### src/rtl/fir_bus_sequencer.sv
// Master for the FIR op/data input bus: arbitrates config vs samples,
// serialises coefficient/preset writes and tags FIR outputs with validity.
module fir_bus_sequencer #(
  parameter bit CHECK_EN   = 1'b1,
  parameter int FILL_DEPTH = 4
) (
  input  logic       clk,
  input  logic       rst_n,
  input  logic       cfg_req,
  input  logic       cfg_kind,
  input  logic [5:0] cfg_h0,
  input  logic [5:0] cfg_h1,
  input  logic [5:0] cfg_h23,
  input  logic [1:0] cfg_mode,
  output logic       cfg_ack,
  output logic       cfg_err,
  input  logic       cfg_err_clr,
  input  logic       smp_valid,
  input  logic [5:0] smp_data,
  output logic       smp_ready,
  output logic [7:0] fir_bus,
  input  logic       fir_upd_flag,
  output logic       busy,
  output logic       y_strobe,
  output logic       y_valid
);

  typedef enum logic [2:0] {
    IDLE, C_H0, C_H1, C_H23, C_MODE, CHECK, REJ
  } state_t;

  localparam logic [2:0] FD = FILL_DEPTH[2:0];

  state_t     state;
  logic       last_smp;
  logic [5:0] h1;
  logic [5:0] h23;
  logic [5:0] shadow_h0;
  logic [2:0] fill;
  logic       p1s, p1v;
  logic       p2s, p2v;

  logic       idle;
  logic       cfg_grant;
  logic       hs;
  logic [2:0] fill_inc;
  logic       hs_valid;
  logic [7:0] idle_word;
  logic [5:0] preset_h0;
  logic       err_set;

  always_comb begin
    idle      = (state == IDLE);
    smp_ready = idle && !(cfg_req && last_smp);
    cfg_grant = idle && cfg_req && (last_smp || !smp_valid);
    hs        = smp_ready && smp_valid;
    fill_inc  = (fill < FD) ? fill + 3'd1 : fill;
    hs_valid  = (fill_inc >= FD);
    idle_word = {2'b01, shadow_h0};
    preset_h0 = (cfg_mode == 2'b10) ? 6'd4 : 6'd1;
    err_set   = (state == REJ) ||
                ((state == CHECK) && CHECK_EN && !fir_upd_flag);
    busy      = !idle;
  end

  always_ff @(posedge clk or negedge rst_n) begin
    if (!rst_n) begin
      state     <= IDLE;
      last_smp  <= 1'b1;
      h1        <= '0;
      h23       <= '0;
      shadow_h0 <= 6'd1;
      fill      <= '0;
      fir_bus   <= 8'h41;
      cfg_ack   <= 1'b0;
    end else begin
      cfg_ack <= 1'b0;
      unique case (state)
        IDLE: begin
          if (cfg_grant) begin
            last_smp <= 1'b0;
            fill     <= '0;
            h1       <= cfg_h1;
            h23      <= cfg_h23;
            if (cfg_kind) begin
              state     <= C_MODE;
              shadow_h0 <= preset_h0;
              fir_bus   <= {2'b11, cfg_mode, 4'b1000};
            end else if (cfg_h23[3]) begin
              // FIR would decode this h23 word as a preset load
              state   <= REJ;
              fir_bus <= idle_word;
              cfg_ack <= 1'b1;
            end else begin
              state     <= C_H0;
              shadow_h0 <= cfg_h0;
              fir_bus   <= {2'b01, cfg_h0};
            end
          end else if (hs) begin
            last_smp <= 1'b1;
            fill     <= fill_inc;
            fir_bus  <= {2'b00, smp_data};
          end else begin
            fir_bus <= idle_word;
          end
        end
        C_H0: begin
          state   <= C_H1;
          fir_bus <= {2'b10, h1};
        end
        C_H1: begin
          state   <= C_H23;
          fir_bus <= {2'b11, h23};
        end
        C_H23, C_MODE: begin
          state   <= CHECK;
          fir_bus <= idle_word;
          cfg_ack <= 1'b1;
        end
        CHECK, REJ: begin
          state   <= IDLE;
          fir_bus <= idle_word;
        end
        default: begin
          state   <= IDLE;
          fir_bus <= idle_word;
        end
      endcase
    end
  end

  always_ff @(posedge clk or negedge rst_n) begin
    if (!rst_n) begin
      cfg_err <= 1'b0;
    end else if (err_set) begin
      cfg_err <= 1'b1;
    end else if (cfg_err_clr) begin
      cfg_err <= 1'b0;
    end
  end

  // Strobe lands when FIR uo_out reflects the sample, three cycles on
  always_ff @(posedge clk or negedge rst_n) begin
    if (!rst_n) begin
      p1s      <= 1'b0;
      p1v      <= 1'b0;
      p2s      <= 1'b0;
      p2v      <= 1'b0;
      y_strobe <= 1'b0;
      y_valid  <= 1'b0;
    end else begin
      p1s      <= hs;
      p1v      <= hs && hs_valid;
      p2s      <= p1s;
      p2v      <= p1v && !cfg_grant;
      y_strobe <= p2s;
      y_valid  <= p2s && p2v && !cfg_grant;
    end
  end

endmodule

### config.mk
export PLATFORM = sky130hd
export DESIGN_NAME = fir_bus_sequencer
export DESIGN_NICKNAME = d
export VERILOG_FILES = /design/src/rtl/fir_bus_sequencer.sv
export SDC_FILE = /design/constraint.sdc
export NUM_CORES = 1
export LEC_CHECK = 0
export CAP_MARGIN = 20
export CORE_ASPECT_RATIO = 1.2
export CORE_MARGIN = 2
export CORE_UTILIZATION = 45
export CTS_BUF_LIST = sky130_fd_sc_hd__clkbuf_4
export CTS_CLUSTER_SIZE = 8
export DETAILED_ROUTE_END_ITERATION = 10
export GPL_ROUTABILITY_DRIVEN = 1
export PLACE_DENSITY_LB_ADDON = 0.12
export SLEW_MARGIN = 10
export SYNTH_ARGS = -nofsm -noshare
export SYNTH_HDL_FRONTEND = slang
export SYNTH_SLANG_ARGS = --single-unit
### constraint.sdc
create_clock -name clk -period 5.5 [get_ports clk]
set_clock_uncertainty 0.15 [all_clocks]
set_input_delay 1.1 -clock clk [delete_from_list [all_inputs] [get_ports clk]]
set_output_delay 1.1 -clock clk [all_outputs]
set_load 0.02 [all_outputs]
run_1/met1.png
Scale bar: 20 um. Cells faint in the background.
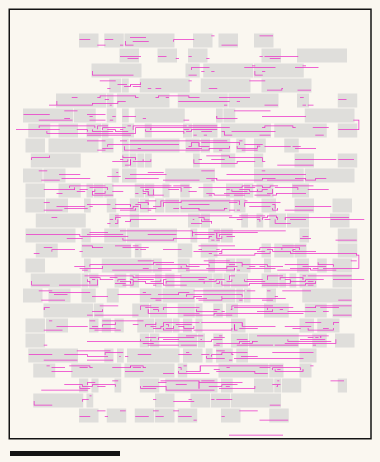
The wires run mostly horizontal. The layer holds 45% of the routed length. The longest straight run is 22.5 um.

run_1/met2.png
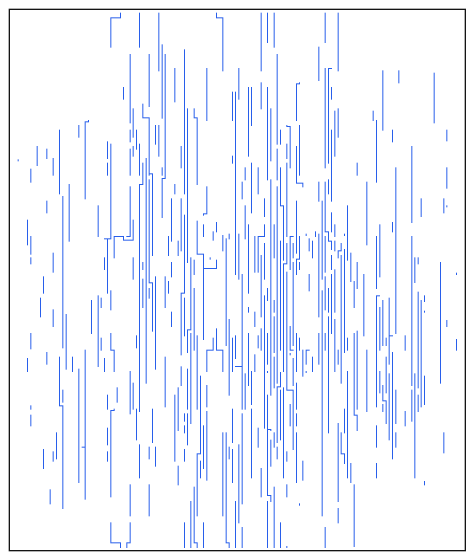
The wires run mostly vertical. The longest straight run is 32.6 um. The layer holds 50% of the routed length. The layer carries 2270 um of wire.
number of vias in the routed layout: 1638
met2 routing resource usage after global routing: 33.7%
WL final: 4560 um

run_1/met3.png
Scale bar: 20 um.
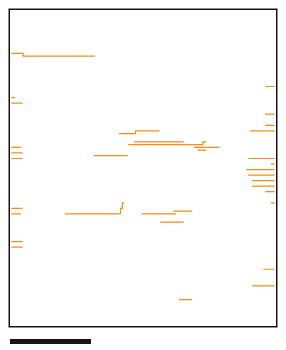
The longest straight run is 18.2 um. The layer holds 4.2% of the routed length. 32 nets have wire on it. The layer carries 190 um of wire.
global-route track usage on met3: 4.20%

==> flow_summary.ini, run 1 <==
; physical design summary
[setup_path]
reg2reg_from = state[1]
crit_required_ps = 4250
timing.rr.end = h23[4]
critical_path.cell_chain = clkdlybuf4s50_1 -> a21oi_1 -> clkdlybuf4s50_1
worst-path-stages = 3
regToRegSetupSlack_ps = 2980
crit_family = buffers and inverters
crit_path_max_fanout = 9
r2r_cells = 4
critical-path-max-stage-delay_ps = 610
setup.worst_path.end_class = primary output
crit_path_frequent_cell = sky130_fd_sc_hd__clkdlybuf4s50_1
worst_ep_arrival_time_ps = 2480
worst_path_slowest_cell = sky130_fd_sc_hd__clkdlybuf4s50_1
startpoint_type = input port

[grt]
grtUsageMet1_pct = 26.9
antenna_found_initial = 0

[job]
total_of_max_cap_violations = 0

[logic_synthesis]
ys_cells = 199
synthSimpleGateAreaFrac_pct = 14.4
enable_flop_cells = 0
synth.net_count = 233
netlist.top_cell.by_area = sky130_fd_sc_hd__dfrtp_1
synth.cellmix.compoundShare_pct = 20.8
yosys.area_share.xor_xnor_pct = 0
synthesized_area_fraction_occupied_by_adder_cells_pct = 0.616
netlist_area_um2 = 2030
mux_share_pct = 8.25
synthArstFlopShare_pct = 100
syn_avg_cell_area_um2 = 10.2
synth_dominant_cell_count = sky130_fd_sc_hd__dfrtp_1

[power]
irDropWorstVdd_mv = 0.273
leakage_nw = 1.05

[outcome]
outcome = completed

[floorplan]
vertical_die_dimension_um = 77.6
floorplanUtilization_pct = 47.3
total_die_size_um2 = 5070
floorplan.io_pins = 47

[route]
route.met3.wl_um = 189
drt_drc_violations_left = 0
drtIter0Drc = 80
met2_wirelength_um = 2270
post_drt_wl_per_cell_um = 15.3
via_per_inst = 5.52
ant_nets = 0

[cts]
clock_insertion_delay_worst_skew_ps = 340
clk_path_buf_depth = 2
cts_tree = done
post_cts_resized = 0
path_clk_slew_ps = 120

[hold_path]
whs_endpoint = p2s
timing.hold.worst.start = p1s
worst_hold_check_path_type = flip-flop to flip-flop

[final_layout]
insertedDiodeCount = 0
final_util_pct = 59.4
area_taken_by_multi_input_logic_gates_um2 = 896
fill_cells = 425

[placement]
gp_congestion = 0.846
hpwl_um = 3320

[sta]
timing.max_slew.rel_slack_pct = 40.2
grt_setup_unrepaired = no
timing.fmax_ghz = 0.268
setup_violations = 0
==> run 1: area by class of cell <==
| type | count | area share [%] |
|---|---|---|
| clock buffer | 5 | 1.47 |
| clock inverter | 3 | 0.687 |
| inverter | 11 | 1.62 |
| multi-input combinational | 135 | 35.1 |
| sequential | 41 | 40.5 |
| tap | 56 | 2.75 |
| timing repair buffer | 46 | 17.9 |
==> run 1: power breakdown <==
part	leakage, nW	internal, mW	total (mW)	switching, mW
clock network	0.0326	0.0485	0.145	0.0969
logic	0.524	0.287	0.595	0.308
registers	0.497	0.446	0.557	0.111
total	1.05	0.782	1.30	0.516
==> run 1: sequential cells by signal, summed over array words and instances (netlist names), 3 cells and up <==
register / count
shadow_h0: 6
state: 3
fir_bus: 8
h23: 6
fill: 3
h1: 6
run_1/final_clocks.png
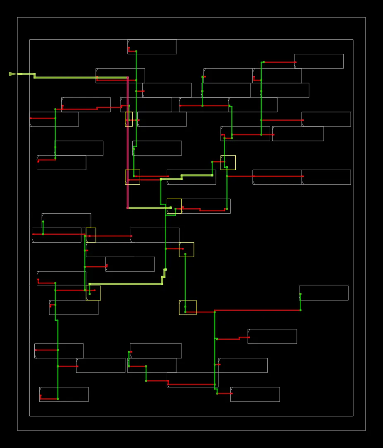

==> run 2, diff against run 1 <==
clock period = 3.39 ns   (was 5.5 ns; I/O delays follow)
run_2/final_clocks.png
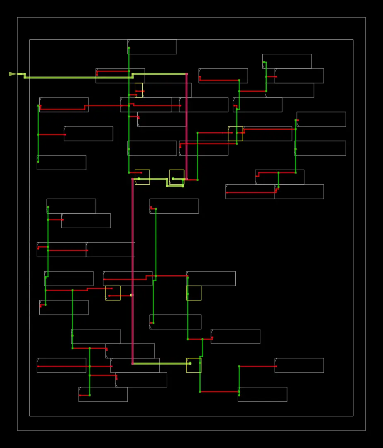
worst skew pair latency: 350 ps
Seq Cell Count: 41

==> flow_summary.ini, run 2 <==
; physical design summary
[final_layout]
largest_reg_flops = 8
fill_cells = 397
insertedDiodeCount = 0
comb-cell-share_pct = 34.7
seq_total_area_pct = 40.0
logic_gate_count = 135
area_taken_by_multi_input_logic_gates_um2 = 896
final_util_pct = 60.1
non_clock_inverter_count = 11
reg_with_most_ffs = fir_bus
num-clock-buffers = 5

[power]
pwr-share-clk_pct = 10.9
irDropWorstVdd_mv = 0.366
leakage_nw = 1.07
intPower_mw = 1.28

[setup_path]
crit_path_max_fanout = 15
crit_required_ps = 2560
startpoint_type = flip-flop
critical_path.cell_chain = nor3_4 -> inv_2 -> a21oi_1 -> clkdlybuf4s50_1
setup.worst_path.end_class = primary output
reg2reg_from = state[1]
critical-path-max-stage-delay_ps = 610
regToRegSetupSlack_ps = 1240
r2r_cells = 5
worst_path_slowest_cell = sky130_fd_sc_hd__clkdlybuf4s50_1

[logic_synthesis]
netlist_area_um2 = 2030
enable_flop_cells = 0
synthArstFlopShare_pct = 100
synth_dominant_cell_count = sky130_fd_sc_hd__dfrtp_1

[route]
post_drt_wl_per_cell_um = 15.3
drt_drc_violations_left = 0
route.met3.wl_um = 169
met2_wirelength_um = 2270
num_vias = 1643
ant_nets = 0
routed_wl_um = 4600

[sta]
setup_violations = 0
timing.fmax_ghz = 0.334
grt_setup_unrepaired = no

[grt]
grtUsageMet2_pct = 31.9
grtUsageMet1_pct = 26.4

[floorplan]
vertical_die_dimension_um = 77.6
total_die_size_um2 = 5070
n_tap_cell = 56
floorplanUtilization_pct = 47.3
floorplan.io_pins = 47

[cts]
cts_tree = done

[job]
total_of_max_cap_violations = 0

[placement]
gp_congestion = 0.830
hpwl_um = 3400

[hold_path]
worst_hold_check_path_type = flip-flop to flip-flop
whs_endpoint = p2s

[outcome]
outcome = completed
-- run 2: logic make-up after synthesis --
family	Yosys count	share of synthesized area [%]
AND-OR/OR-AND	64	20.8
buffers and inverters	23	5.17
flip-flops	41	50.7
multiplexers	15	8.25
adder cells (fa/ha/maj)	1	0.616
AND/OR/NAND/NOR	55	14.4
-- run 2: power groups by stage --
stage	clock [mW]	sequential, mW	combinational [mW]
global placement	0	0.907	0.978
global route	0.262	0.936	1.08
CTS	0.241	0.903	0.995
detailed placement	0	0.914	0.991
finish	0.231	0.902	0.986
floorplan	0	0.920	0.633
Power and IR drop assume default switching activity.
